Figure 1. Clock nets.
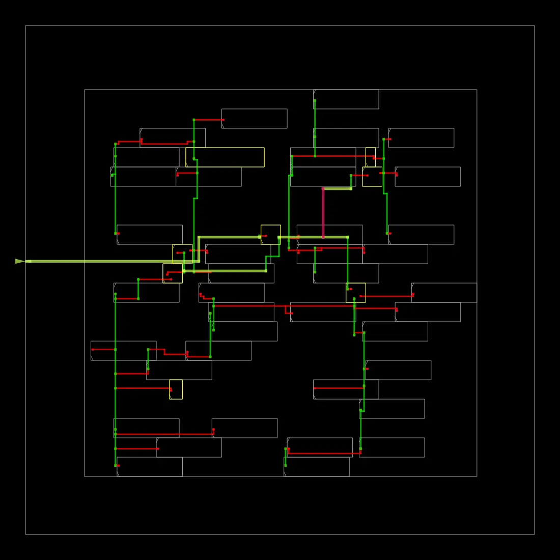
Figure 2. Nets reached from selected ports.
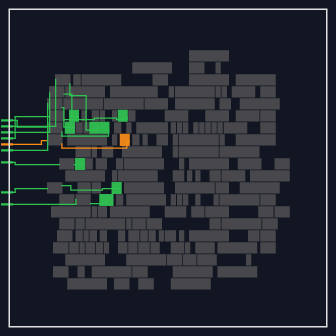
Figure 3. Metal layers overlaid.
The bar under the picture is 20 um long.
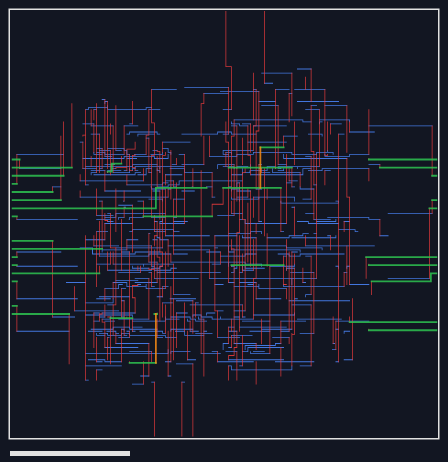
Figure 4. Register map, names as in the netlist.
The bar under the picture is 20 um long. Other sequential cells in the stronger grey, the rest of the logic in the fainter grey.
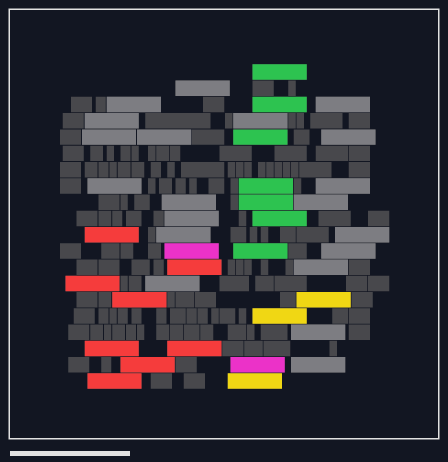
Figure 5. Cells by drive strength.
The bar under the picture is 20 um long.
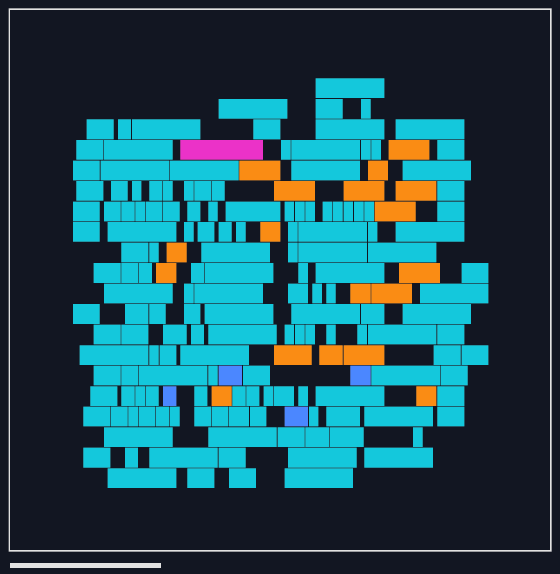
===== config.mk =====
export PLATFORM = sky130hd
export DESIGN_NAME = serial_adder_ctrl
export DESIGN_NICKNAME = d
export VERILOG_FILES = /design/src/rtl/serial_adder_pkg.sv /design/src/rtl/full_adder_structural.sv /design/src/rtl/serial_adder_ctrl.sv
export SDC_FILE = /design/constraint.sdc
export NUM_CORES = 1
export LEC_CHECK = 0
export ABC_CLOCK_PERIOD_IN_PS = 3100
export CAP_MARGIN = 20
export CORE_MARGIN = 8
export CORE_UTILIZATION = 55
export CTS_CLUSTER_SIZE = 12
export DETAILED_ROUTE_END_ITERATION = 10
export PLACE_DENSITY = 0.95
export SETUP_SLACK_MARGIN = 0.02
export SLEW_MARGIN = 20
export SYNTH_ARGS = -nofsm -noshare
export SYNTH_HDL_FRONTEND = slang
export SYNTH_SLANG_ARGS = --single-unit

===== constraint.sdc =====
create_clock -name clk -period 3.1 [get_ports clk]
set_input_delay 0.62 -clock clk [delete_from_list [all_inputs] [get_ports clk]]
set_output_delay 0.62 -clock clk [all_outputs]
set_load 0.02 [all_outputs]

===== src/rtl/serial_adder_pkg.sv =====
// Shared definitions for the bit-serial adder: FSM state encoding and default operand width.
package serial_adder_pkg;

  localparam int unsigned DEFAULT_WIDTH = 8;

  typedef enum logic [1:0] {
    IDLE = 2'd0,
    RUN  = 2'd1,
    DONE = 2'd2
  } state_t;

endpackage


===== src/rtl/full_adder_structural.sv =====
// Gate-level one-bit full adder; the only arithmetic element of the serial adder.
module full_adder_structural (
  input  logic a,
  input  logic b,
  input  logic carry_in,
  output logic sum,
  output logic carry_out
);

  logic ab_xor_s;
  logic ab_and_s;
  logic c_and_s;

  xor g_x0 (ab_xor_s, a, b);
  xor g_x1 (sum, ab_xor_s, carry_in);
  and g_a0 (ab_and_s, a, b);
  and g_a1 (c_and_s, ab_xor_s, carry_in);
  or  g_o0 (carry_out, ab_and_s, c_and_s);

endmodule


===== src/rtl/serial_adder_ctrl.sv =====
// Bit-serial adder: one full adder processes a+b+cin LSB first, one bit per clock,
// and publishes a registered sum/cout with a single-cycle done pulse.
module serial_adder_ctrl
  import serial_adder_pkg::*;
#(
  parameter int WIDTH = DEFAULT_WIDTH
) (
  input  logic             clk,
  input  logic             rst,
  input  logic             start,
  input  logic [WIDTH-1:0] a,
  input  logic [WIDTH-1:0] b,
  input  logic             cin,
  output logic             busy,
  output logic             done,
  output logic [WIDTH-1:0] sum,
  output logic             cout
);

  localparam int CW = (WIDTH > 1) ? $clog2(WIDTH) : 1;
  localparam logic [CW-1:0] LAST_CNT = CW'(WIDTH - 1);

  state_t           state_r;
  state_t           next_state_s;
  logic [WIDTH-1:0] a_sh_r;
  logic [WIDTH-1:0] b_sh_r;
  logic [WIDTH-1:0] res_r;
  logic             carry_r;
  logic [CW-1:0]    cnt_r;
  logic             load_s;
  logic             shift_s;
  logic             finish_s;
  logic             fa_sum_s;
  logic             fa_cout_s;

  full_adder_structural u_fa (
    .a         (a_sh_r[0]),
    .b         (b_sh_r[0]),
    .carry_in  (carry_r),
    .sum       (fa_sum_s),
    .carry_out (fa_cout_s)
  );

  // Next-state decode and datapath control strobes.
  always_comb begin
    next_state_s = state_r;
    load_s       = 1'b0;
    shift_s      = 1'b0;
    finish_s     = 1'b0;
    case (state_r)
      IDLE: begin
        if (start) begin
          next_state_s = RUN;
          load_s       = 1'b1;
        end else begin
          next_state_s = IDLE;
        end
      end
      RUN: begin
        shift_s = 1'b1;
        if (cnt_r == LAST_CNT) begin
          next_state_s = DONE;
          finish_s     = 1'b1;
        end else begin
          next_state_s = RUN;
        end
      end
      DONE: begin
        if (start) begin
          next_state_s = RUN;
          load_s       = 1'b1;
        end else begin
          next_state_s = IDLE;
        end
      end
      default: begin
        next_state_s = IDLE;
      end
    endcase
  end

  // State register, registered status flags and the serial datapath.
  always_ff @(posedge clk or posedge rst) begin
    if (rst) begin
      state_r <= IDLE;
      busy    <= 1'b0;
      done    <= 1'b0;
      a_sh_r  <= {WIDTH{1'b0}};
      b_sh_r  <= {WIDTH{1'b0}};
      res_r   <= {WIDTH{1'b0}};
      carry_r <= 1'b0;
      cnt_r   <= {CW{1'b0}};
      sum     <= {WIDTH{1'b0}};
      cout    <= 1'b0;
    end else begin
      state_r <= next_state_s;
      busy    <= (next_state_s == RUN);
      done    <= (next_state_s == DONE);
      if (load_s) begin
        a_sh_r  <= a;
        b_sh_r  <= b;
        carry_r <= cin;
        cnt_r   <= {CW{1'b0}};
      end else if (shift_s) begin
        a_sh_r  <= {1'b0, a_sh_r[WIDTH-1:1]};
        b_sh_r  <= {1'b0, b_sh_r[WIDTH-1:1]};
        res_r   <= {fa_sum_s, res_r[WIDTH-1:1]};
        carry_r <= fa_cout_s;
        // Counter parks at LAST_CNT on the final bit so it never wraps.
        if (!finish_s) begin
          cnt_r <= cnt_r + CW'(1);
        end else begin
          sum  <= {fa_sum_s, res_r[WIDTH-1:1]};
          cout <= fa_cout_s;
        end
      end
    end
  end

endmodule


==> run_results.csv <==
group,metric,value,unit
final_layout,final_cell_area,2070,um^2
critical_path,path_cells,"clkdlybuf4s50_1",
final_layout,layout-drive-gt1-share,0.129,
final_layout,stdcell_count,211,
synthesis,syn_inst,145,
critical_path,critPathLaunch,"sum[5]",
clock_network,cts_resized,0,
synthesis,yosysTopAreaCell,"dfrtp_1",
run_status,status,"completed",
detailed_routing,topRoutingLayerUsed,"met4",
synthesis,floorplan.nets,168,
critical_path,crit_buf_inv,1,
flow_run,maxCapViolCount,0,
hold_path,min_path_cells,1,
critical_path,cp_slowest_cell,"clkdlybuf4s50_1",
global_route,gr-total-overflow,0,
critical_path,cp.depth,1,
detailed_routing,dr.pass1.iters,5,
final_layout,num_antenna_cells,0,
final_timing,slew_violations,0,
clock_network,cts_tree,"done",
power,ir_drop,0.000503,V
critical_path,timing.rr.start,"cnt_r[0]",
final_timing,fin_crit_sh,0.629,
synthesis,synthArstFlopShare,1.00,
critical_path,worstPathRequired,2480,ps
power,power_frac_clock,0.156,
critical_path,r2r_slack,1360,ps
power,p_leak,0.000997,uW
global_route,grt_max_degree,41,
critical_path,cp_data_arrival_time,1330,ps
place,placed_area,1990,um^2
final_layout,final_nets,200,
die,fp.dieW,71.6,um
clock_network,post_cts_buffers,0,
detailed_routing,wl_met1,1.40,mm
clock_network,clockRootBuffer,"clkbuf_4",
synthesis,area_leaders,"dfrtp_1, mux2_4, o22ai_1, nand2_1, a21oi_1",
power,comb_cell_power,863,uW
die,io_pins,31,
final_timing,timing.fmax,0.513,GHz
## Picture notes: Figure 1
Clk. pwr: 330 uW
flip-flops: 40
Final Skew: 13.7 ps
clk_lat worst skew: 330 ps
CTS buffer count: 5

## Picture notes: Figure 2
[green] a | bits: 8 | direction: input | end cells: 8 | buffers: 8 | wire: 200 um
[orange] cin | bits: 1 | direction: input | end cells: 1 | buffers: 1 | wire: 26.8 um

## Picture notes: Figure 3
[red] M2 | wire length: 1,550 um
[green] M3 | wire length: 260 um
[orange] M4 | wire length: 15.0 um
[blue] M1 | wire length: 1,400 um
Total Routing Usage GR: 0.130
drt wl/cell: 15.3 um
WL final: 3.22 mm

## Picture notes: Figure 4
[magenta] state_r | flops: 2
[green] res_r | flops: 7
[red] b_sh_r | flops: 8 | where: bottom left
[yellow] cnt_r | flops: 3

## Picture notes: Figure 5
[blue] x2 | cells: 4 | share: 2.2%
[cyan] x1 and smaller | cells: 155 | share: 87% | most used: dfrtp_1
[orange] x3 and x4 | cells: 18 | share: 10% | most used: mux2_4
[magenta] x6 and larger | cells: 1 | share: 0.56% | most used: bufinv_16
count of non-CTS buffers in the layout: 32
worst setup margin: 1150 ps

[metal layers]
metal  up-vias  track usage
met5         -            0
met4         0       0.0317
li1        548            -
met2        43        0.217
met1       563        0.149
met3         4       0.0586
[sequential cells by signal (all words and copies together) (netlist names), 2 cells and up]
signal and flops:
cnt_r 3, state_r 2, b_sh_r 8, res_r 7, sum 8, a_sh_r 8
[final cells by class]
type | instances | area (um^2)
well taps | 33 | 41.3
flip-flops and latches | 40 | 1000
inverters | 17 | 63.8
clock buffers | 6 | 41.3
fillers | 237 | 933
multi-input cells | 81 | 572
clock inverters | 2 | 35.0
repair buffers | 32 | 315
[kinds of logic after synthesis]
group,synth area share
compound gates,0.124
fa+ha+maj,0.0265
buf+inv,0.0744
flops,0.589
mux,0.0913
simple gates,0.0950
Power and IR drop assume default switching activity.
